Figure 1. Clock routing (run 1).
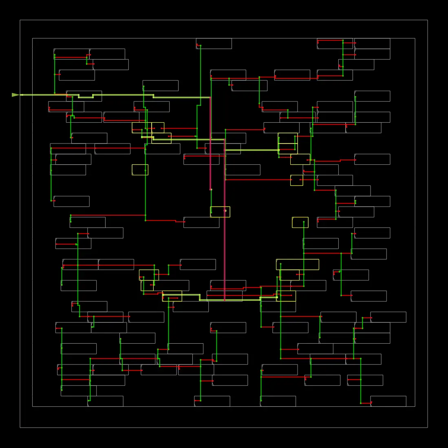
Figure 2. Metal layers overlaid (run 1).
Two of the layers only.
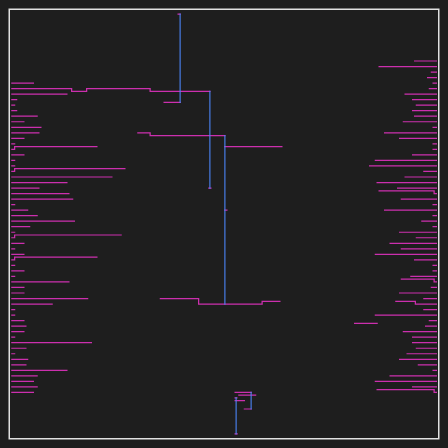
Figure 3. Metal 1 (run 1).
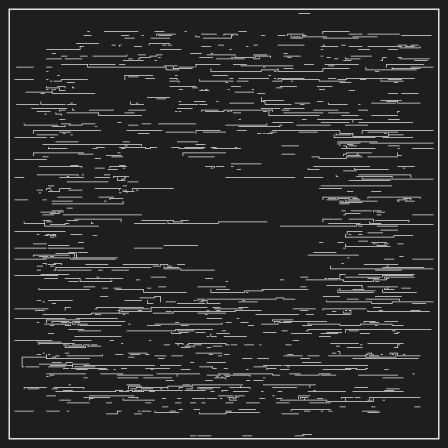
`src/rtl/apb_requester_if.sv`:
```
// ============================================================================
// Module   : apb_requester_if
// Brief    : Command, response and APB bus bundle for apb_requester.
// Revision : 1.0 - initial release
// ============================================================================
`default_nettype none

interface apb_requester_if #(
  parameter int ADDR_W = 32,
  parameter int DATA_W = 32
);
  logic              cmd_valid;
  logic              cmd_ready;
  logic              cmd_write;
  logic [ADDR_W-1:0] cmd_addr;
  logic [DATA_W-1:0] cmd_wdata;

  logic              rsp_valid;
  logic              rsp_ready;
  logic [DATA_W-1:0] rsp_rdata;
  logic              rsp_err;
  logic              rsp_timeout;

  logic              psel;
  logic              penable;
  logic              pwrite;
  logic [ADDR_W-1:0] paddr;
  logic [DATA_W-1:0] pwdata;
  logic [DATA_W-1:0] prdata;
  logic              pready;
  logic              pslverr;

  modport master (
    input  cmd_valid, cmd_write, cmd_addr, cmd_wdata, rsp_ready,
    input  prdata, pready, pslverr,
    output cmd_ready, rsp_valid, rsp_rdata, rsp_err, rsp_timeout,
    output psel, penable, pwrite, paddr, pwdata
  );

  modport slave (
    output cmd_valid, cmd_write, cmd_addr, cmd_wdata, rsp_ready,
    output prdata, pready, pslverr,
    input  cmd_ready, rsp_valid, rsp_rdata, rsp_err, rsp_timeout,
    input  psel, penable, pwrite, paddr, pwdata
  );
endinterface

`default_nettype wire

```
`src/rtl/apb_requester.sv`:
```
// ============================================================================
// Module   : apb_requester
// Brief    : Single-outstanding APB initiator; valid/ready command in,
//            valid/ready response out. Define APB_REQUESTER_TIMEOUT_EN to
//            enable the ACCESS wait-state timeout.
// Revision : 1.0 - initial release
// ============================================================================
`default_nettype none

module apb_requester #(
  parameter int ADDR_W  = 32,
  parameter int DATA_W  = 32,
  parameter int TIMEOUT = 16
) (
  input  logic            pclk,
  input  logic            preset,
  apb_requester_if.master bus
);

  typedef enum logic [1:0] {
    S_IDLE   = 2'd0,
    S_SETUP  = 2'd1,
    S_ACCESS = 2'd2,
    S_RESP   = 2'd3
  } state_t;

  state_t            r_state;
  state_t            w_state_next;
  logic              w_accept;
  logic              w_done;
  logic              r_pwrite;
  logic [ADDR_W-1:0] r_paddr;
  logic [DATA_W-1:0] r_pwdata;
  logic [DATA_W-1:0] r_rsp_rdata;
  logic              r_rsp_err;

  if (TIMEOUT < 1) begin : g_bad_timeout
    $error("apb_requester: TIMEOUT must be at least 1");
  end

`ifdef APB_REQUESTER_TIMEOUT_EN
  localparam int                 c_cnt_w      = $clog2(TIMEOUT + 1);
  localparam logic [c_cnt_w-1:0] c_wait_limit = c_cnt_w'(TIMEOUT - 1);

  logic [c_cnt_w-1:0] r_wait_cnt;
  logic               r_rsp_timeout;
  logic               w_timeout;
`endif

  always_ff @(posedge pclk or posedge preset) begin
    if (preset) begin
      r_state <= S_IDLE;
    end else begin
      r_state <= w_state_next;
    end
  end

  always_comb begin
    w_state_next  = r_state;
    w_accept      = 1'b0;
    w_done        = 1'b0;
    bus.cmd_ready = 1'b0;
    bus.psel      = 1'b0;
    bus.penable   = 1'b0;
    bus.rsp_valid = 1'b0;
`ifdef APB_REQUESTER_TIMEOUT_EN
    w_timeout     = 1'b0;
`endif
    case (r_state)
      S_IDLE: begin
        bus.cmd_ready = !preset;
        if (bus.cmd_valid && !preset) begin
          w_accept     = 1'b1;
          w_state_next = S_SETUP;
        end
      end
      S_SETUP: begin
        bus.psel     = 1'b1;
        w_state_next = S_ACCESS;
      end
      S_ACCESS: begin
        bus.psel    = 1'b1;
        bus.penable = 1'b1;
        // A ready slave wins over a timeout landing in the same cycle.
        if (bus.pready) begin
          w_done       = 1'b1;
          w_state_next = S_RESP;
        end
`ifdef APB_REQUESTER_TIMEOUT_EN
        else if (r_wait_cnt == c_wait_limit) begin
          w_timeout    = 1'b1;
          w_state_next = S_RESP;
        end
`endif
      end
      S_RESP: begin
        bus.rsp_valid = 1'b1;
        if (bus.rsp_ready) begin
          w_state_next = S_IDLE;
        end
      end
      default: w_state_next = S_IDLE;
    endcase
  end

  always_ff @(posedge pclk or posedge preset) begin
    if (preset) begin
      r_pwrite    <= 1'b0;
      r_paddr     <= '0;
      r_pwdata    <= '0;
      r_rsp_rdata <= '0;
      r_rsp_err   <= 1'b0;
    end else begin
      if (w_accept) begin
        r_pwrite <= bus.cmd_write;
        r_paddr  <= bus.cmd_addr;
        r_pwdata <= bus.cmd_wdata;
      end
      if (w_done) begin
        r_rsp_err   <= bus.pslverr;
        r_rsp_rdata <= (!r_pwrite && !bus.pslverr) ? bus.prdata : '0;
      end
`ifdef APB_REQUESTER_TIMEOUT_EN
      if (w_timeout) begin
        r_rsp_err   <= 1'b1;
        r_rsp_rdata <= '0;
      end
`endif
    end
  end

`ifdef APB_REQUESTER_TIMEOUT_EN
  // Counts ACCESS cycles without pready; saturates so it can never wrap.
  always_ff @(posedge pclk or posedge preset) begin
    if (preset) begin
      r_wait_cnt    <= '0;
      r_rsp_timeout <= 1'b0;
    end else begin
      if (r_state == S_SETUP) begin
        r_wait_cnt <= '0;
      end else if (r_state == S_ACCESS && !bus.pready && r_wait_cnt != '1) begin
        r_wait_cnt <= r_wait_cnt + 1'b1;
      end
      if (w_done) begin
        r_rsp_timeout <= 1'b0;
      end else if (w_timeout) begin
        r_rsp_timeout <= 1'b1;
      end
    end
  end

  assign bus.rsp_timeout = r_rsp_timeout;
`else
  assign bus.rsp_timeout = 1'b0;
`endif

  assign bus.pwrite    = r_pwrite;
  assign bus.paddr     = r_paddr;
  assign bus.pwdata    = r_pwdata;
  assign bus.rsp_rdata = r_rsp_rdata;
  assign bus.rsp_err   = r_rsp_err;

endmodule

`default_nettype wire

```
`src/flat_wrapper.sv`:
```
// flat-port wrapper written by rule: the top's interface ports become plain ports
module apb_requester_flat 
#(
  parameter int ADDR_W  = 32,
  parameter int DATA_W  = 32,
  parameter int TIMEOUT = 16
)
  (pclk, preset, bus_cmd_valid, bus_cmd_write, bus_cmd_addr, bus_cmd_wdata, bus_rsp_ready, bus_prdata, bus_pready, bus_pslverr, bus_cmd_ready, bus_rsp_valid, bus_rsp_rdata, bus_rsp_err, bus_rsp_timeout, bus_psel, bus_penable, bus_pwrite, bus_paddr, bus_pwdata);
  apb_requester_if #(.ADDR_W(ADDR_W), .DATA_W(DATA_W)) bus_i ();
  input  logic pclk;
  input  logic preset;
  input wire logic [$bits(bus_i.cmd_valid)-1:0] bus_cmd_valid;
  input wire logic [$bits(bus_i.cmd_write)-1:0] bus_cmd_write;
  input wire logic [$bits(bus_i.cmd_addr)-1:0] bus_cmd_addr;
  input wire logic [$bits(bus_i.cmd_wdata)-1:0] bus_cmd_wdata;
  input wire logic [$bits(bus_i.rsp_ready)-1:0] bus_rsp_ready;
  input wire logic [$bits(bus_i.prdata)-1:0] bus_prdata;
  input wire logic [$bits(bus_i.pready)-1:0] bus_pready;
  input wire logic [$bits(bus_i.pslverr)-1:0] bus_pslverr;
  output wire logic [$bits(bus_i.cmd_ready)-1:0] bus_cmd_ready;
  output wire logic [$bits(bus_i.rsp_valid)-1:0] bus_rsp_valid;
  output wire logic [$bits(bus_i.rsp_rdata)-1:0] bus_rsp_rdata;
  output wire logic [$bits(bus_i.rsp_err)-1:0] bus_rsp_err;
  output wire logic [$bits(bus_i.rsp_timeout)-1:0] bus_rsp_timeout;
  output wire logic [$bits(bus_i.psel)-1:0] bus_psel;
  output wire logic [$bits(bus_i.penable)-1:0] bus_penable;
  output wire logic [$bits(bus_i.pwrite)-1:0] bus_pwrite;
  output wire logic [$bits(bus_i.paddr)-1:0] bus_paddr;
  output wire logic [$bits(bus_i.pwdata)-1:0] bus_pwdata;
  assign bus_i.cmd_valid = bus_cmd_valid;
  assign bus_i.cmd_write = bus_cmd_write;
  assign bus_i.cmd_addr = bus_cmd_addr;
  assign bus_i.cmd_wdata = bus_cmd_wdata;
  assign bus_i.rsp_ready = bus_rsp_ready;
  assign bus_i.prdata = bus_prdata;
  assign bus_i.pready = bus_pready;
  assign bus_i.pslverr = bus_pslverr;
  assign bus_cmd_ready = bus_i.cmd_ready;
  assign bus_rsp_valid = bus_i.rsp_valid;
  assign bus_rsp_rdata = bus_i.rsp_rdata;
  assign bus_rsp_err = bus_i.rsp_err;
  assign bus_rsp_timeout = bus_i.rsp_timeout;
  assign bus_psel = bus_i.psel;
  assign bus_penable = bus_i.penable;
  assign bus_pwrite = bus_i.pwrite;
  assign bus_paddr = bus_i.paddr;
  assign bus_pwdata = bus_i.pwdata;
  apb_requester #(.ADDR_W(ADDR_W), .DATA_W(DATA_W), .TIMEOUT(TIMEOUT)) u_core (.pclk(pclk), .preset(preset), .bus(bus_i));
endmodule
```
`config.mk`:
```
export PLATFORM = sky130hd
export DESIGN_NAME = apb_requester_flat
export DESIGN_NICKNAME = d
export VERILOG_FILES = /design/src/rtl/apb_requester_if.sv /design/src/rtl/apb_requester.sv /design/src/flat_wrapper.sv
export SDC_FILE = /design/constraint.sdc
export NUM_CORES = 1
export LEC_CHECK = 0
export ABC_CLOCK_PERIOD_IN_PS = 7300
export CORE_MARGIN = 3
export CORE_UTILIZATION = 40
export CTS_CLUSTER_DIAMETER = 40
export DETAILED_ROUTE_END_ITERATION = 12
export GPL_ROUTABILITY_DRIVEN = 0
export PLACE_DENSITY = 0.92
export SKIP_LAST_GASP = 1
export SLEW_MARGIN = 20
export SYNTH_ARGS = -nofsm -noshare
export SYNTH_HDL_FRONTEND = slang
export SYNTH_SLANG_ARGS = --single-unit
export TNS_END_PERCENT = 5
```
`constraint.sdc`:
```
create_clock -name pclk -period 7.3 [get_ports pclk]
set_input_delay 0.73 -clock pclk [delete_from_list [all_inputs] [get_ports pclk]]
set_output_delay 0.73 -clock pclk [all_outputs]
set_load 0.05 [all_outputs]
```
==> results.toml, run 1 <==
# implementation run metrics
[layout]
drive_gt1_share_pct = 20.7
logic_area_um2 = 1340
n_antenna_cell = 0
clockNetworkAreaShare_pct = 3.42
post-route-util_pct = 67.2
nNonClkBuffers = 208
syn2layout_area_growth_pct = 60.2
layout_top_cells = "clkdlybuf4s50_1 (204), dfrtp_1 (100), mux2_4 (50)"
fin_area_um2 = 6330
n_all_inverters = 4
nets = 540
n_clock_buffer = 10
seq_share_pct = 39.5
largest_cell_class = "flip-flops and latches"
fill_cells = 684
final_common_cell = "clkdlybuf4s50_1"
comb_area_share_pct = 21.2

[routing]
drc = 0
ant_nets = 0
wl_met2_um = 4880
detail_route.first_pass.iterations = 4
wl_met1_um = 4050
wl_per_cell_um = 17.6
top_layer = "met4"
wl_met3_um = 950
drtIter0Drc = 122

[global_route]
met2_usage_pct = 30.7
groute.usage.overall_pct = 18.3
met3_usage_pct = 7.41
grt_max_degree = 70
antenna_found_initial = 0
grt_pass1_wl_um = 16200
grt-ovfl-total = 0
gr-max-usage-layer = "met2"

[clock_network]
clk_pin_slew_ns = 0.10
clock-root-buffer = "clkbuf_8"
cts_tree = "built"
insertion_delay_ns = 0.36
cts_setup_buffers = 0
cts_resized = 0
h-tree-depth = 3
hold_buffers = 0

[logic_synthesis]
area_leaders = "dfrtp_1 (63%), mux2_4 (19%), a22o_1 (7.1%), mux2_2 (4.8%), buf_6 (1.7%)"
yosys_warnings = 0
synthAoiAreaFrac_pct = 7.57
post_synth_num_cell_types = 18
top_cell = "dfrtp_1"
xor_share_pct = 0
ys_seq_share_pct = 63.4
ys_cells = 229
yosys.area.top_type = "dfrtp_1"
syn_nets = 335
synthFlopType = "dfrtp_1"
common_cells = "dfrtp_1 (100), mux2_4 (50), a22o_1 (32)"
async_reset_ff_share_pct = 100
postSynthAreaPerCell_um2 = 17.2
edf_count = 0
ys_chip_area_um2 = 3950
numSynthFlops = 100
synth_area_um2 = 3950
simple_gate_area_share_pct = 1.11
syn_inst = 229
logic_family = "multiplexers"
fa_ha_area_share_pct = 0.950

[die]
coreArea_um2 = 9420
row_count = 35
die-area_um2 = 11100
tap_cells = 129
fp_util_pct = 42.0
num_io_pins = 206
die_x_um = 105
fp.dieH_um = 105

[timing]
maxSlewViolCount = 0
tightest_slew_ns = 0.956
rsz0062_at_grt = "no"
setup-tns-final_ns = 0
min_period_over_period_pct = 40.8
period_needed_ns = 2.98
relSlewSlack_pct = 36.3
setup_viol = 0
max_freq_mhz = 335
hold_ws_ns = 0.510
worst_slack_ns = 4.32

[min_path]
min_path_cells = 1
min_path_type = "reg2reg"
holdCritStartpoint = "u_core.bus.rsp_rdata[29]$_DFFE_PP0P_"
hold_end = "u_core.bus.rsp_rdata[29]$_DFFE_PP0P_"

[critical_path]
critPathBufInv = 2
worstRegToRegCells = 6
arrival_ns = 2.25
worst-setup-path-type = "in2out"
crit_end = "bus_cmd_ready"
crit_family = "buffers and inverters"
critical_path.startpoint = "preset"
path_max_fanout = 3
end_kind = "primary output"
critPathLaunchType = "primary input"
crit_chain = "clkdlybuf4s50_1 -> nor2b_4 -> clkdlybuf4s50_1"
crit_path_frequent_cell = "clkdlybuf4s50_1"
r2r_slack_ns = 4.92
r2r-end = "u_core.bus.pwdata[28]$_DFFE_PP0P_"
crit_slowest_cell = "clkdlybuf4s50_1"
crit_cells = 3
required_ns = 6.57
crit_path_max_incr_delay_ns = 0.81

[power_and_ir_drop]
p_sw_share_pct = 47.8
seqPwrFrac_pct = 27.9
clockPowerShare_pct = 10.6
p_switching_mw = 1.71
max-vdd-ir-drop_v = 0.000282
maxPowerGroup = "combinational logic"
p_comb_share_pct = 61.5
p_comb_mw = 2.20
leakagePower_nw = 2.89
pg_seq_uw = 998

[placement]
place_area_um2 = 6090
post-place-cells = 551
port_buffers = 204
place_ws_ns = 4.32
dp_hpwl_um = 7280

[job]
drv_cap = 0
warnings = 28

[status]
outcome = "finished clean"
## Picture notes: Figure 1
Clock Power: 380 uW
flop count: 100
total CTS buffers: 9
Sink Count: 100

## Picture notes: Figure 2
layer	color	wire length
metal 4	blue	100 um
metal 3	magenta	951 um

## Picture notes: Figure 3
main direction	horizontal
longest straight run	25.3 um
wire length on this layer	4050 um
share of all routed wire	41%
nets with wire on the layer	457
final wirelength: 9980 um
Via Count: 2708
met1 usage: 22.4%

Figure 4. The metal 2 layer (run 1).
Cells faint in the background.
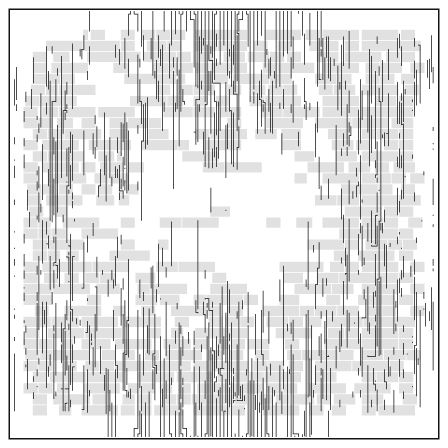

==> run 2: changes to the inputs <==
--- a/config.mk
+++ b/config.mk
@@ -5,7 +5,7 @@
 export SDC_FILE = /design/constraint.sdc
 export NUM_CORES = 1
 export LEC_CHECK = 0
-export ABC_CLOCK_PERIOD_IN_PS = 7300
+export ABC_CLOCK_PERIOD_IN_PS = 2850
 export CORE_MARGIN = 3
 export CORE_UTILIZATION = 40
 export CTS_CLUSTER_DIAMETER = 40
==> constraint.sdc (replaced) <==
create_clock -name pclk -period 2.85 [get_ports pclk]
set_input_delay 0.285 -clock pclk [delete_from_list [all_inputs] [get_ports pclk]]
set_output_delay 0.285 -clock pclk [all_outputs]
set_load 0.05 [all_outputs]
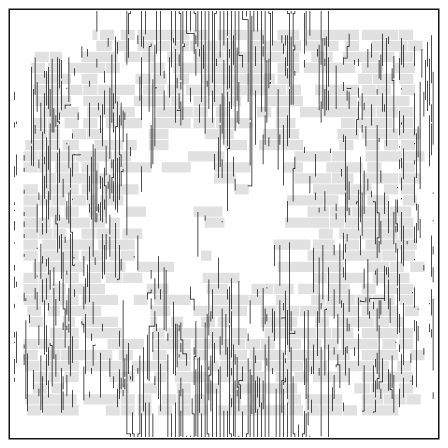
Figure 5: run 2, the metal 2 layer.
Cells faint in the background.
wire length on this layer	5080 um
longest straight run	41.8 um
nets with wire on the layer	512
Via Count: 2737
final wirelength: 10100 um
grt met2 use: 31.7%

==> run 2 against run 1 <==
Net effect:
- clock power increased to 2.6 times the previous value
- power went up to 2.6 times the previous value
- worst hold slack got worse by 0.14 ns
- largest power group unchanged
- setup slack worse by 3.9 ns
- register-to-register slack got worse by 3.9 ns
- critical path depth increased by 1
- clock-buffer cell count up 1
- largest cell class unchanged
- sequential share of layout area shrank 0.18 points
==> results.toml, run 2 <==
# implementation run metrics
[status]
outcome = "finished clean"

[logic_synthesis]
ys_chip_area_um2 = 3950
ys_seq_share_pct = 63.4
yosys_warnings = 0
xor_share_pct = 0
numSynthFlops = 100
edf_count = 0
synthAoiAreaFrac_pct = 7.57
area_leaders = "dfrtp_1 (63%), mux2_4 (19%), a22o_1 (7.1%), mux2_2 (4.8%), buf_6 (1.7%)"
async_reset_ff_share_pct = 100
post_synth_num_cell_types = 18
top_cell = "dfrtp_1"
yosys.area.top_type = "dfrtp_1"
postSynthAreaPerCell_um2 = 17.2
fa_ha_area_share_pct = 0.950
syn_nets = 335
logic_family = "multiplexers"

[layout]
n_all_inverters = 4
comb_area_share_pct = 21.1
fill_cells = 665
drive_gt1_share_pct = 20.9
nets = 542
clockNetworkAreaShare_pct = 3.52
fin_area_um2 = 6360
n_antenna_cell = 0
seq_share_pct = 39.4
logic_area_um2 = 1340
largest_cell_class = "flip-flops and latches"
layout_top_cells = "clkdlybuf4s50_1 (204), dfrtp_1 (100), mux2_4 (50)"
nNonClkBuffers = 210
post-route-util_pct = 67.5
final_common_cell = "clkdlybuf4s50_1"

[die]
fp_util_pct = 42.0
die-area_um2 = 11100
fp.dieH_um = 105
die_x_um = 105
row_count = 35
tap_cells = 129

[clock_network]
h-tree-depth = 3
cts_tree = "built"
hold_buffers = 0
cts_setup_buffers = 0
clock-root-buffer = "clkbuf_8"
cts_resized = 0

[global_route]
gr-max-usage-layer = "met2"
grt_pass1_wl_um = 16300
groute.usage.overall_pct = 18.4
grt-ovfl-total = 0
grt_max_degree = 54

[placement]
port_buffers = 204
place_ws_ns = 0.739

[job]
warnings = 28

[timing]
relSlewSlack_pct = 63.7
period_needed_ns = 2.39
tightest_slew_ns = 0.543
rsz0062_at_grt = "no"
setup-tns-final_ns = 0
min_period_over_period_pct = 83.7
maxSlewViolCount = 0
worst_slack_ns = 0.464

[routing]
drc = 0
wl_met3_um = 808
drtIter0Drc = 76
wl_met1_um = 4070
top_layer = "met4"
wl_met2_um = 5080
wl_per_cell_um = 17.7

[critical_path]
crit_chain = "inv_1 -> ha_1 -> nor2b_4 -> clkdlybuf4s50_1"
critPathBufInv = 2
crit_end = "bus_cmd_ready"
crit_path_max_incr_delay_ns = 0.82
r2r-end = "u_core.bus.pwdata[29]$_DFFE_PP0P_"
worstRegToRegCells = 6
path_max_fanout = 3
worst-setup-path-type = "reg2out"
arrival_ns = 2.10
crit_family = "buffers and inverters"
crit_slowest_cell = "clkdlybuf4s50_1"
critPathLaunchType = "flop"
crit_cells = 4
r2r_slack_ns = 1.01
end_kind = "primary output"

[power_and_ir_drop]
maxPowerGroup = "combinational logic"
p_comb_share_pct = 61.3
leakagePower_nw = 2.90
max-vdd-ir-drop_v = 0.000841
clockPowerShare_pct = 10.9
p_switching_mw = 4.33
seqPwrFrac_pct = 27.8
powerClk_mw = 1.00

[min_path]
min_path_type = "in2async"
No activity file was given, so power comes from the tool's default toggle rates.
